==> config.mk <==
export PLATFORM = sky130hd
export DESIGN_NAME = mem_lsu_stage
export DESIGN_NICKNAME = d
export VERILOG_FILES = /design/src/rtl/mem_lsu_stage.sv
export SDC_FILE = /design/constraint.sdc
export NUM_CORES = 1
export LEC_CHECK = 0
export ABC_AREA = 1
export CORE_UTILIZATION = 30
export CTS_CLUSTER_DIAMETER = 60
export DETAILED_ROUTE_END_ITERATION = 16
export HOLD_SLACK_MARGIN = 0.1
export PLACE_DENSITY_LB_ADDON = 0.12
export SKIP_CTS_REPAIR_TIMING = 1
export SLEW_MARGIN = 5
export SYNTH_ARGS = -nofsm -noshare
export SYNTH_HDL_FRONTEND = slang
export SYNTH_SLANG_ARGS = --single-unit
==> constraint.sdc <==
create_clock -name i_clk -period 4.6 [get_ports i_clk]
set_clock_uncertainty 0.2 [all_clocks]
set_input_delay 0.92 -clock i_clk [delete_from_list [all_inputs] [get_ports i_clk]]
set_output_delay 0.92 -clock i_clk [all_outputs]
set_load 0.01 [all_outputs]
run_1/m4.png
Scale bar: 50 um. Supply wires on this layer in gray.
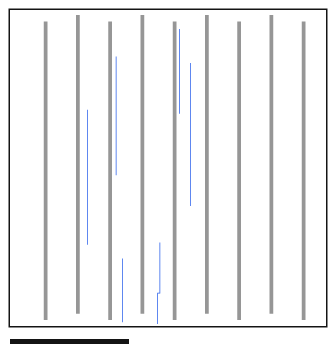
share of all routed wire: 1.6%
wire length on this layer: 263 um
nets with wire on the layer: 5
routed vias: 5164
final wirelength: 16.24 mm

run_1/congestion_map.png
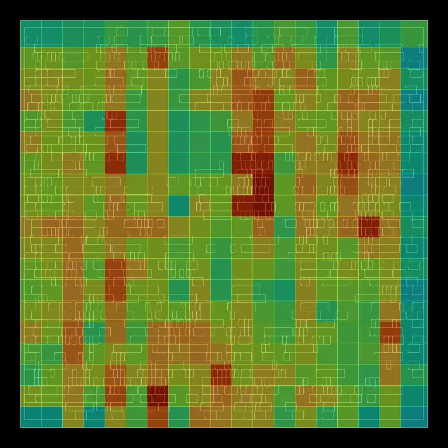
met2 Usage GRT: 29.55%
GR Util met1: 23.72%
GR met3 Demand/Resource: 6.054%
DR WL/cell: 14.67 um
GRT Max-Usage Layer: met2

run_1/m2.png
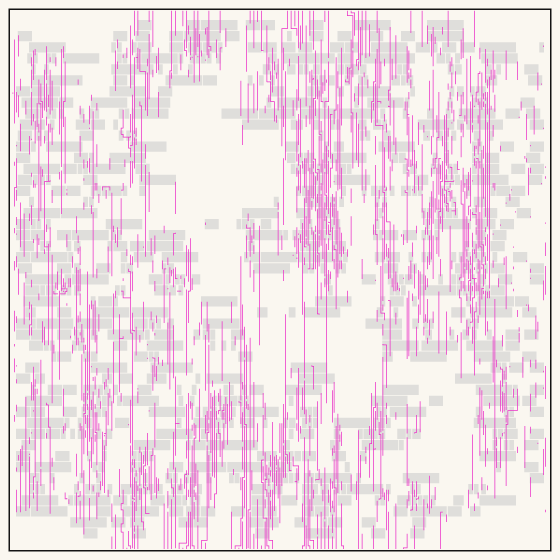
main direction: vertical
longest straight run: 52.0 um
wire length on this layer: 7470 um

run_1/m3.png
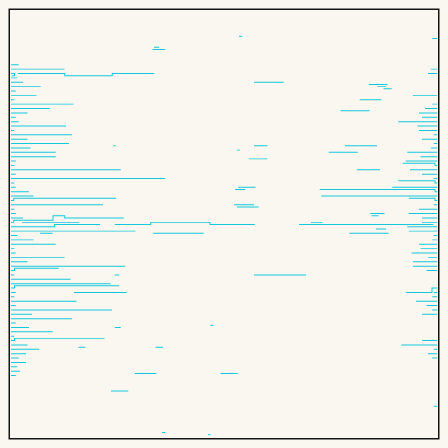
longest straight run: 47.6 um
main direction: horizontal

==> notes.md, run 1 <==
flow finished, numbers: Logic pwr share between 40% and 50%, largest net degree at the start of global routing approximately 71, final hold vios 0, pwr/cell area around 500 mW/mm^2, # Cells Yosys just under 700, dominant logic cell type in the layout nand2_1, Main area contributors dfrtp_1 (52%), nand2_1 (25%), nor2_1 (3.6%), Max Cap Violations 0, DR pass1 iterations 5, number of warnings in the stage logs 26, number of synthesized register bits around 110, Clock Sinks roughly 110, Root Driver clkbuf_16, register area share after synthesis slightly above 50%, CTS tree yes, slowest CP cell clkdlybuf4s50_1, M1 WL slightly above 7 mm, Basic Gates by Area 34.10%, total power approximately 3800 uW, CTS clk-pin slew, worst paths 0.07 ns, CP Class primary input to output pin, via/cell ratio 4.665, first-pass GRT wire length approximately 26 mm, Slew @ Worst Pin ~1.1 ns, status complete, no violations, ys async rst share 100.0%, Internal Pwr Total around 2500 uW, RSZ-0062 raised after global routing no, fill cell count between 1500 and 2000, met3 WL ~1.5 mm, Critical Path Max Stage Delay around 0.62 ns, Fin Setup TNS 0 ns, crit path capture type output pin, initial antenna violation count 0, placed cell area between 0.007 and 0.008 mm^2, Finished Layout Cells approximately 1100, IO buf count roughly 210, syn_area_per_cell between 7 and 8 um^2, Clk network pwr share about 20%, crit path DRT between 3 and 4 ns, Die X 132.9 um, fin area between 0.007 and 0.008 mm^2, Top FF cell, synth dfrtp_1, area leader, netlist dfrtp_1, Pins Over Slew Limit 0, core area about 0.017 mm^2, Antenna diodes 0, # nets final slightly below 1000, area fraction in mux cells 0%, fp util a little under a third, Die H 132.9 um, Worst IR Drop VDD about 0.24 mV, Area growth syn-to-layout 47.99%, Tmin final 3.857 ns, # rows ~47, critical path peak fanout 12, cell count after synthesis about 700, Sw Ratio between 30% and 40%, DP Wirelength 11.35 mm, number of distinct library cells after synthesis 29, final setup violation count 0
-- run 1: worst max-delay path: cells and delay by family --
kind / cells / cell delay (ns)
buf+inv: 2 / 1.18
compound gates: 2 / 0.39
simple gates: 2 / 0.25
-- run 1: logic make-up (layout without fill, tap and decap cells) --
logic type | count (synthesis) | after routing
simple gates | 441 | 441
flops | 106 | 106
compound gates | 72 | 72
buf+inv | 72 | 265
other cells | 1 | 3
-- run 1: layout make-up --
type / instances / area, um^2 / area share (%)
Clock buffer: 13 / 260.3 / 3.419
Clock inverter: 2 / 12.51 / 0.1644
Inverter: 36 / 135.1 / 1.775
Multi-Input combinational cell: 516 / 2152 / 28.27
Sequential cell: 106 / 2653 / 34.85
Tap cell: 220 / 275.3 / 3.616
Timing Repair Buffer: 214 / 2125 / 27.91
-- run 1: through the flow --
step	setup slack, ns	hold WS [ns]
after floorplan	1.694	0.2530
after global placement	0.7768	0.2601
after detailed placement	0.7247	0.2649
after CTS	0.7223	0.2845
after global routing	0.6205	0.3039
final	0.7432	0.2804
-- run 1: power by group through the flow --
stage	Clock (uW)	Sequential (uW)	Combinational, uW
2_1_floorplan	0	1580	576
3_3_place_gp	0	1490	1560
3_5_place_dp	0	1500	1570
4_1_cts	769	1490	1580
5_1_grt	794	1530	1710
6_report	739	1490	1560
-- run 1: cell usage after synthesis, types with 2 or more instances --
library cell	count
a21oi_1	36
a31oi_1	6
buf_2	13
buf_4	10
buf_6	3
clkbuf_1	10
clkinv_1	2
dfrtp_1	106
inv_1	28
inv_2	6
nand2_1	339
nand3_1	34
nand3_2	2
nor2_1	50
nor2_2	4
o21ai_0	19
o21ai_1	5
or2_2	8
-- run 1: metal layers --
| metal | up-vias | global-route usage, % |
|---|---|---|
| met5 | - | 0 |
| met4 | 0 | 6.897 |
| met3 | 16 | 6.054 |
| li1 | 2524 | - |
| met1 | 2423 | 23.72 |
| met2 | 201 | 29.55 |
## Run 2: what changed since run 1
==> constraint.sdc (replaced) <==
create_clock -name i_clk -period 3.7 [get_ports i_clk]
set_clock_uncertainty 0.2 [all_clocks]
set_input_delay 0.74 -clock i_clk [delete_from_list [all_inputs] [get_ports i_clk]]
set_output_delay 0.74 -clock i_clk [all_outputs]
set_load 0.01 [all_outputs]
run_2/m1.png
Scale bar: 50 um. Supply wires on this layer in gray.
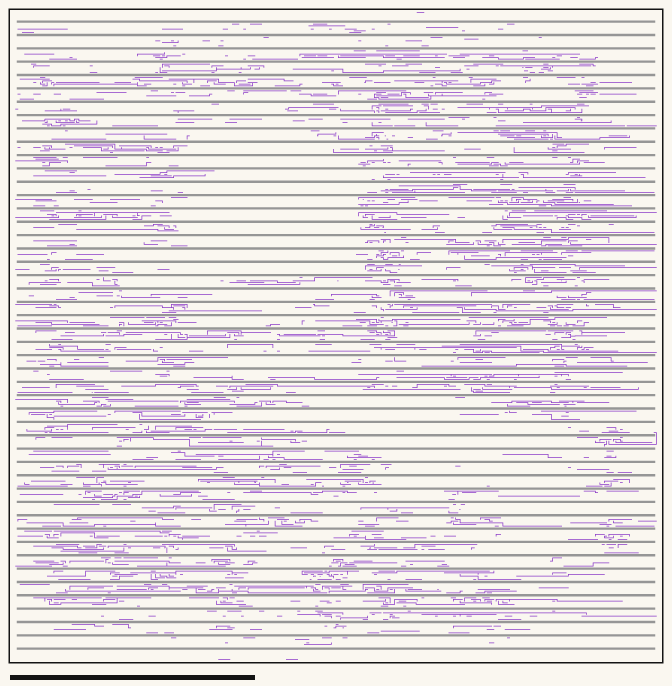
nets with wire on the layer: 840
wire length on this layer: 6980 um
main direction: horizontal
longest straight run: 41.4 um
GR Util met1: 23.73%
final wirelength: 16.28 mm
routed vias: 5154

run_2/m3.png
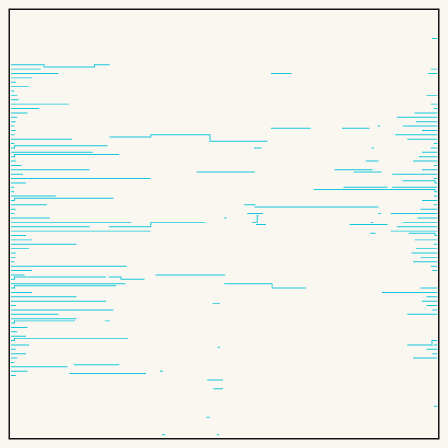
nets with wire on the layer: 150
share of all routed wire: 9.7%
main direction: horizontal
GR met3 Demand/Resource: 7.241%

==> run 2 against run 1 <==
  * Sequential share of layout area fell by 0.17 points
  * Global-route usage rose by 0.15 points
  * Non-clock buffer count rose by 2
  * Register-to-register slack got worse by 0.70 ns
  * Wire length rose by 0.25%
==> notes.md, run 2 <==
flow finished, numbers: Tmin final 3.378 ns, Synth top cells by count nand2_1 (339), dfrtp_1 (106), nor2_1 (50), a21oi_1 (36), nand3_1 (34) (unchanged), fp util 30.91% (unchanged), CP Class primary input to output pin (unchanged), Logic pwr share 41.4% (was 41.2%), pwr/cell area 617.3 mW/mm^2 (was 497.2 mW/mm^2), status complete, no violations (unchanged), buffers and inverters on the worst path 3 (was 2), CTS clk-pin slew, worst paths 0.07 ns (about the same), Finished Layout Cells 1110 (was 1107), # rows 47 (unchanged), Mapped Area 0.005144 mm^2 (unchanged), worst r2r path cells 7 (unchanged), syn_area_per_cell 7.433 um^2 (unchanged), reg2reg setup slack 1.16 ns (was 1.86 ns), Sw Ratio 34.25% (was 34.21%), DP Wirelength 11.51 mm (was 11.35 mm), number of distinct library cells after synthesis 29 (unchanged), Antenna diodes 0 (unchanged), Fin Setup TNS 0 ns (unchanged), CTS tree yes (unchanged), Clk network pwr share 19.6% (was 19.5%), number of warnings in the stage logs 26 (unchanged), Area growth syn-to-layout 48.72% (was 47.99%), DR WL/cell 14.67 um (about the same), number of synthesized register bits 106 (unchanged), crit path capture type output pin (unchanged), DR pass1 iterations 4 (was 5), initial antenna violation count 0 (unchanged), WP depth 7 (was 6), Pins Over Slew Limit 0 (unchanged), largest net degree at the start of global routing 70 (was 71), dominant logic cell type in the layout nand2_1 (unchanged), Slew @ Worst Pin 1.094 ns (was 1.108 ns), placed cell area 0.007367 mm^2 (was 0.007340 mm^2), Root Driver clkbuf_16 (unchanged), core area 0.01664 mm^2 (unchanged), Die X 132.9 um (unchanged), Clock Sinks 106 (unchanged), crit path DRT 2.76 ns (was 3.48 ns), final hold vios 0 (unchanged), critical path peak fanout 7 (was 12), # Cells Yosys 692 (unchanged), area leader, netlist dfrtp_1 (unchanged), register area share after synthesis 51.57% (unchanged), # nets final 992 (was 990), Critical Path Max Stage Delay 0.56 ns (was 0.62 ns), Yosys top cell by instances nand2_1 (unchanged), cell count after synthesis 692 (unchanged), fin area 0.007650 mm^2 (was 0.007612 mm^2), Max Cap Violations 0 (unchanged), layout cells sized above 1 5.169% (was 4.735%), Top FF cell, synth dfrtp_1 (unchanged), slowest CP cell clkdlybuf4s50_1 (unchanged), Main area contributors dfrtp_1 (52%), nand2_1 (25%), nor2_1 (3.6%) (unchanged), via/cell ratio 4.643 (was 4.665), Worst IR Drop VDD 0.2501 mV (was 0.2419 mV), crit share post-route a little over 90%, total power 4722 uW (was 3785 uW), Crit path max-delay family buffers and inverters (unchanged), IO buf count 208 (unchanged), first-pass GRT wire length 26.25 mm (was 25.86 mm), Internal Pwr Total 3105 uW (was 2490 uW)
run_2/m2.png
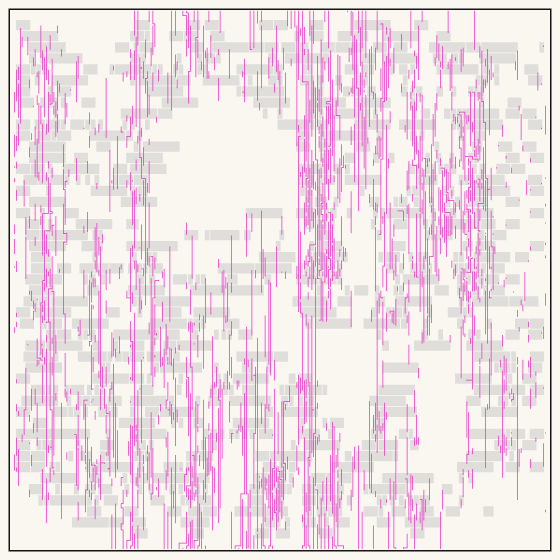
longest straight run: 47.6 um
main direction: vertical
wire length on this layer: 7470 um
share of all routed wire: 46%
nets with wire on the layer: 801
met2 Usage GRT: 29.90%

-- run 2: logic make-up (layout without fill, tap and decap cells) --
| family | count (synthesis) | after routing | share of synthesized area (%) |
|---|---|---|---|
| simple gates | 441 | 441 | 34.10 |
| buf+inv | 72 | 268 | 6.738 |
| other cells | 1 | 3 | 0.07290 |
| compound gates | 72 | 72 | 7.517 |
| flops | 106 | 106 | 51.57 |
-- run 2: stage by stage --
step	utilization (%)	setup slack (ns)
floorplan	-	1.154
global placement	44.27	0.3739
detailed placement	44.27	0.3309
CTS	45.97	0.3279
global route	45.97	0.2351
finish	45.97	0.3220
-- run 2: area by class of cell --
type | count | area, um^2
fillers | 1666 | 8992
well taps | 220 | 275.3
inverters | 36 | 135.1
clock inverters | 4 | 26.28
flip-flops and latches | 106 | 2653
multi-input cells | 516 | 2152
clock buffers | 12 | 256.5
repair buffers | 216 | 2152
-- run 2: routing by layer --
layer / vias to the layer above / global-route usage [%] / routed length (um)
met1: 2423 / 23.73 / 6980
li1: 2523 / - / -
met4: 0 / 5.300 / 250
met2: 188 / 29.90 / 7472
met3: 20 / 7.241 / 1577
met5: - / 0 / 0
-- run 2: worst reg2reg max path: stages, from the launching register on --
cell and delay [ns]:
dfrtp_1 1.06, inv_2 0.18, nand2_1 0.21, inv_2 0.13, nand3_2 0.29, o21ai_0 0.14, nor2_1 0.12, a21oi_1 0.08
-- run 2: power groups by stage --
stage | combinational [uW] | clock [uW] | sequential (uW)
global route | 2150 | 1010 | 1900
global placement | 1950 | 0 | 1850
finish | 1950 | 925 | 1840
detailed placement | 1970 | 0 | 1860
CTS | 1980 | 967 | 1850
floorplan | 716 | 0 | 1970
Power figures rest on the tool's default switching activity, not on a simulated workload.
